## src/rtl/sar_controller.sv

```systemverilog
// Successive-approximation sequencer: sample phase, then N bit trials
// driving the DAC, then a one-cycle valid strobe with the final code.
module sar_controller #(
  parameter int N             = 8,
  parameter int SAMPLE_CYCLES = 2
) (
  input  logic         clk_in,
  input  logic         rst,
  input  logic         start,
  input  logic         comp_in,
  output logic         sample_en,
  output logic [N-1:0] dac_code,
  output logic         busy,
  output logic [N-1:0] result,
  output logic         valid
);

  localparam int SW = $clog2(SAMPLE_CYCLES + 1);
  localparam int IW = $clog2(N);

  typedef enum logic [1:0] {
    IDLE,
    SAMPLE,
    CONVERT,
    DONE
  } state_t;

  state_t         state_q, state_d;
  logic [SW-1:0]  cnt_q, cnt_d;
  logic [IW-1:0]  idx_q, idx_d;
  logic [N-1:0]   dac_q, dac_d;
  logic [N-1:0]   res_q, res_d;
  logic           se_q, se_d;
  logic           busy_q, busy_d;
  logic           valid_q, valid_d;

  always_ff @(posedge clk_in) begin
    if (rst) begin
      state_q <= IDLE;
      cnt_q   <= '0;
      idx_q   <= '0;
      dac_q   <= '0;
      res_q   <= '0;
      se_q    <= 1'b0;
      busy_q  <= 1'b0;
      valid_q <= 1'b0;
    end else begin
      state_q <= state_d;
      cnt_q   <= cnt_d;
      idx_q   <= idx_d;
      dac_q   <= dac_d;
      res_q   <= res_d;
      se_q    <= se_d;
      busy_q  <= busy_d;
      valid_q <= valid_d;
    end
  end

  always_comb begin
    state_d = state_q;
    cnt_d   = cnt_q;
    idx_d   = idx_q;
    dac_d   = dac_q;
    res_d   = res_q;
    unique case (state_q)
      IDLE: begin
        if (start) begin
          state_d = SAMPLE;
          cnt_d   = SW'(SAMPLE_CYCLES - 1);
          dac_d   = '0;
        end
      end
      SAMPLE: begin
        if (cnt_q == '0) begin
          state_d = CONVERT;
          dac_d   = N'(1) << (N - 1);
          idx_d   = IW'(N - 1);
        end else begin
          cnt_d = cnt_q - 1'b1;
        end
      end
      CONVERT: begin
        // Resolve bit i, then raise the next lower trial bit
        dac_d[idx_q] = comp_in;
        if (idx_q != '0) begin
          dac_d[idx_q - 1'b1] = 1'b1;
          idx_d = idx_q - 1'b1;
        end else begin
          state_d = DONE;
          res_d   = {dac_q[N-1:1], comp_in};
        end
      end
      DONE: begin
        dac_d = '0;
        if (start) begin
          state_d = SAMPLE;
          cnt_d   = SW'(SAMPLE_CYCLES - 1);
        end else begin
          state_d = IDLE;
        end
      end
      default: state_d = IDLE;
    endcase
  end

  // Status flags are registered from the next state
  always_comb begin
    se_d    = (state_d == SAMPLE);
    busy_d  = (state_d != IDLE);
    valid_d = (state_d == DONE);
  end

  assign sample_en = se_q;
  assign dac_code  = dac_q;
  assign busy      = busy_q;
  assign result    = res_q;
  assign valid     = valid_q;

endmodule

```

## config.mk

```make
export PLATFORM = sky130hd
export DESIGN_NAME = sar_controller
export DESIGN_NICKNAME = d
export VERILOG_FILES = /design/src/rtl/sar_controller.sv
export SDC_FILE = /design/constraint.sdc
export NUM_CORES = 1
export LEC_CHECK = 0
export CORE_MARGIN = 2
export CORE_UTILIZATION = 56
export DETAILED_ROUTE_END_ITERATION = 6
export PLACE_DENSITY = 0.9
export SKIP_CTS_REPAIR_TIMING = 1
export SYNTH_ARGS = -nofsm -noshare
export SYNTH_HDL_FRONTEND = slang
export SYNTH_SLANG_ARGS = --single-unit
```

## constraint.sdc

```tcl
create_clock -name clk_in -period 4 [get_ports clk_in]
set_input_delay 0.8 -clock clk_in [delete_from_list [all_inputs] [get_ports clk_in]]
set_output_delay 0.8 -clock clk_in [all_outputs]
set_load 0.02 [all_outputs]
```

Placement by cell class:
Scale bar: 20 um.
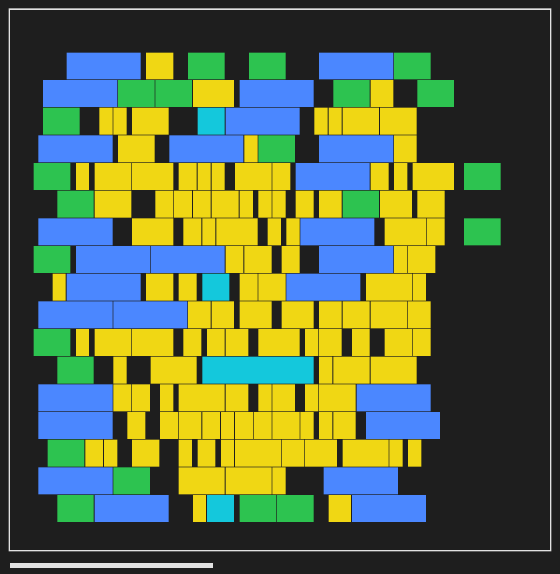
blue -> sequential cells  # cells 26, share of their area 33%
yellow -> remaining logic cells  # cells 118, share of their area 49%
cyan -> clock drivers and dummy loads  # cells 4, share of their area 3.4%
green -> remaining buffers and delay cells  # cells 22, share of their area 14%

Clock nets:
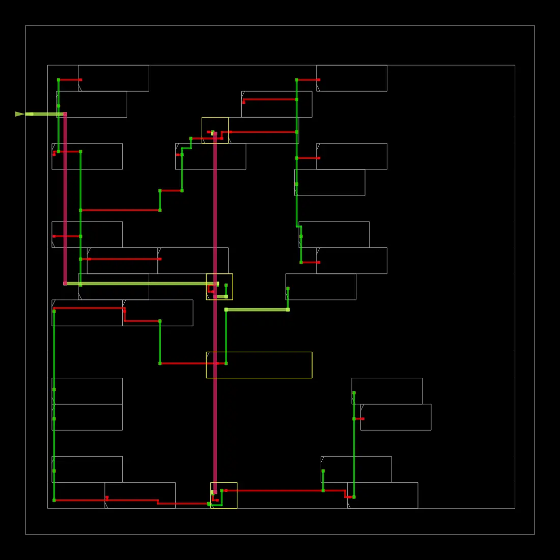
Clock Skew: 2.51 ps
clock sink count: 26
final-layout clock buffer total: 3

==> results.json <==
{
  "portBuffers": 22,
  "grt-ovfl-total": 0,
  "initCoreUtil": 0.599,
  "power_density_mw_per_mm2": 485,
  "crit_chain": "inv_1 > ha_1 > nand3b_1 > and3_4 > nor2_1 > a311oi_1",
  "synth_warnings": 0,
  "place.gp.congestion": 0.827,
  "fp.coreArea_mm2": 0.00225,
  "top_cells_by_area": "dfxtp_1 (39%), ha_1 (7.4%), mux2i_1 (6.7%), mux2_2 (5.8%), nor2_1 (5.6%)",
  "synth_chip_area_mm2": 0.00135,
  "grt_pass1_vias": 1021,
  "tightest_slew_ps": 741,
  "setup_ws_ps": 1660,
  "num_antenna_cells": 0,
  "cts_made_buffers": 3,
  "tool_warnings": 31,
  "r2r-start": "idx_q[0]",
  "syn-instance-count": 152,
  "fin_nets": 183,
  "hold_viol": 0,
  "final_cells": 198,
  "drt-pass1-iter-count": 4,
  "slew_headroom": 0.504,
  "grt_max_degree": 22,
  "rsz0062_at_grt": "false",
  "fin_crit_sh": 0.584,
  "die_width_um": 53.1,
  "syn2layout_area_growth_pct": 18.6,
  "end_kind": "flop",
  "drt_iter0_markers": 43,
  "run_status": "completed",
  "clock_latency_ps": 330,
  "cpPeakStageDelay_ps": 700,
  "fp_nets": 164,
  "boundaryPins": 23,
  "syn_area_per_cell_um2": 8.88,
  "cp.required_ps": 4250,
  "crit_fanout": 16,
  "postRouteAntennaNets": 0,
  "maxSlewViolCount": 0,
  "synth_flops": 26,
  "path_delay_family": "simple AND/OR/NAND/NOR gates",
  "synth_cell_types": 33,
  "cp-start-kind": "flop",
  "wl_met3_um": 207,
  "worst_hold_slack_ps": 491,
  "grt_use_total": 0.233
}
-- logic make-up (layout without fill, tap and decap cells) --
logic type               after synthesis  count (layout)  share of synthesized area
AND/OR/NAND/NOR                       54              54                      0.204
AND-OR/OR-AND                         34              34                      0.153
flip-flops                            26              26                      0.386
multiplexers                          16              16                      0.125
buffers and inverters                 14              32                     0.0584
adder cells (fa/ha/maj)                8               8                     0.0741
-- synthesized netlist by cell type, types with 4 or more instances --
cell and n:
nand2b_1 4, inv_1 6, nor2_1 20, o21ai_0 8, ha_1 8, mux2i_1 9
a21oi_1 12, mux2_2 7, nand3b_1 4, nor3_1 5, nand2_1 9, dfxtp_1 26
-- per-layer routing --
layer | GRT usage | vias to the layer above
met5 | 0 | -
met4 | 0.115 | 0
met3 | 0.0226 | 9
met2 | 0.385 | 51
met1 | 0.300 | 515
li1 | - | 570
-- stage by stage --
| stage | instance area, um2 | power (uW) |
|---|---|---|
| after floorplan | 1350 | 541 |
| after global placement | 1550 | 578 |
| after detailed placement | 1550 | 593 |
| after CTS | 1600 | 778 |
| after global routing | 1600 | 822 |
| final | 1600 | 777 |
-- registers in the layout, indices dropped and copies added, names as in the netlist --
signal / flops
busy: 1
dac_code: 8
valid: 1
idx_q: 3
state_q: 2
result: 8
sample_en: 1
cnt_q: 2
-- power by group --
part | switching, uW | total [uW] | internal, uW
Combinational | 153 | 273 | 120
Clock | 79.4 | 181 | 101
Sequential | 41.2 | 324 | 283
-- final cells by class --
type	count	area, um2
Fill cell	181	653
Sequential cell	26	520
Inverter	6	22.5
Clock inverter	1	30.0
Clock buffer	3	22.5
Multi-Input combinational cell	112	751
Timing Repair Buffer	22	220
Tap cell	28	35.0
-- how the worst max path moves through the flow --
stage	depth (start not counted)	end	startpoint	slack (ps)
2_1_floorplan	9	idx_q[1]	idx_q[0]	2290
3_3_place_gp	4	dac_code[4]	rst	1590
3_5_place_dp	4	dac_code[6]	rst	1570
4_1_cts	6	idx_q[1]	idx_q[0]	1670
5_1_grt	6	idx_q[1]	idx_q[0]	1540
6_report	6	idx_q[1]	idx_q[0]	1660
Power and IR drop assume default switching activity.
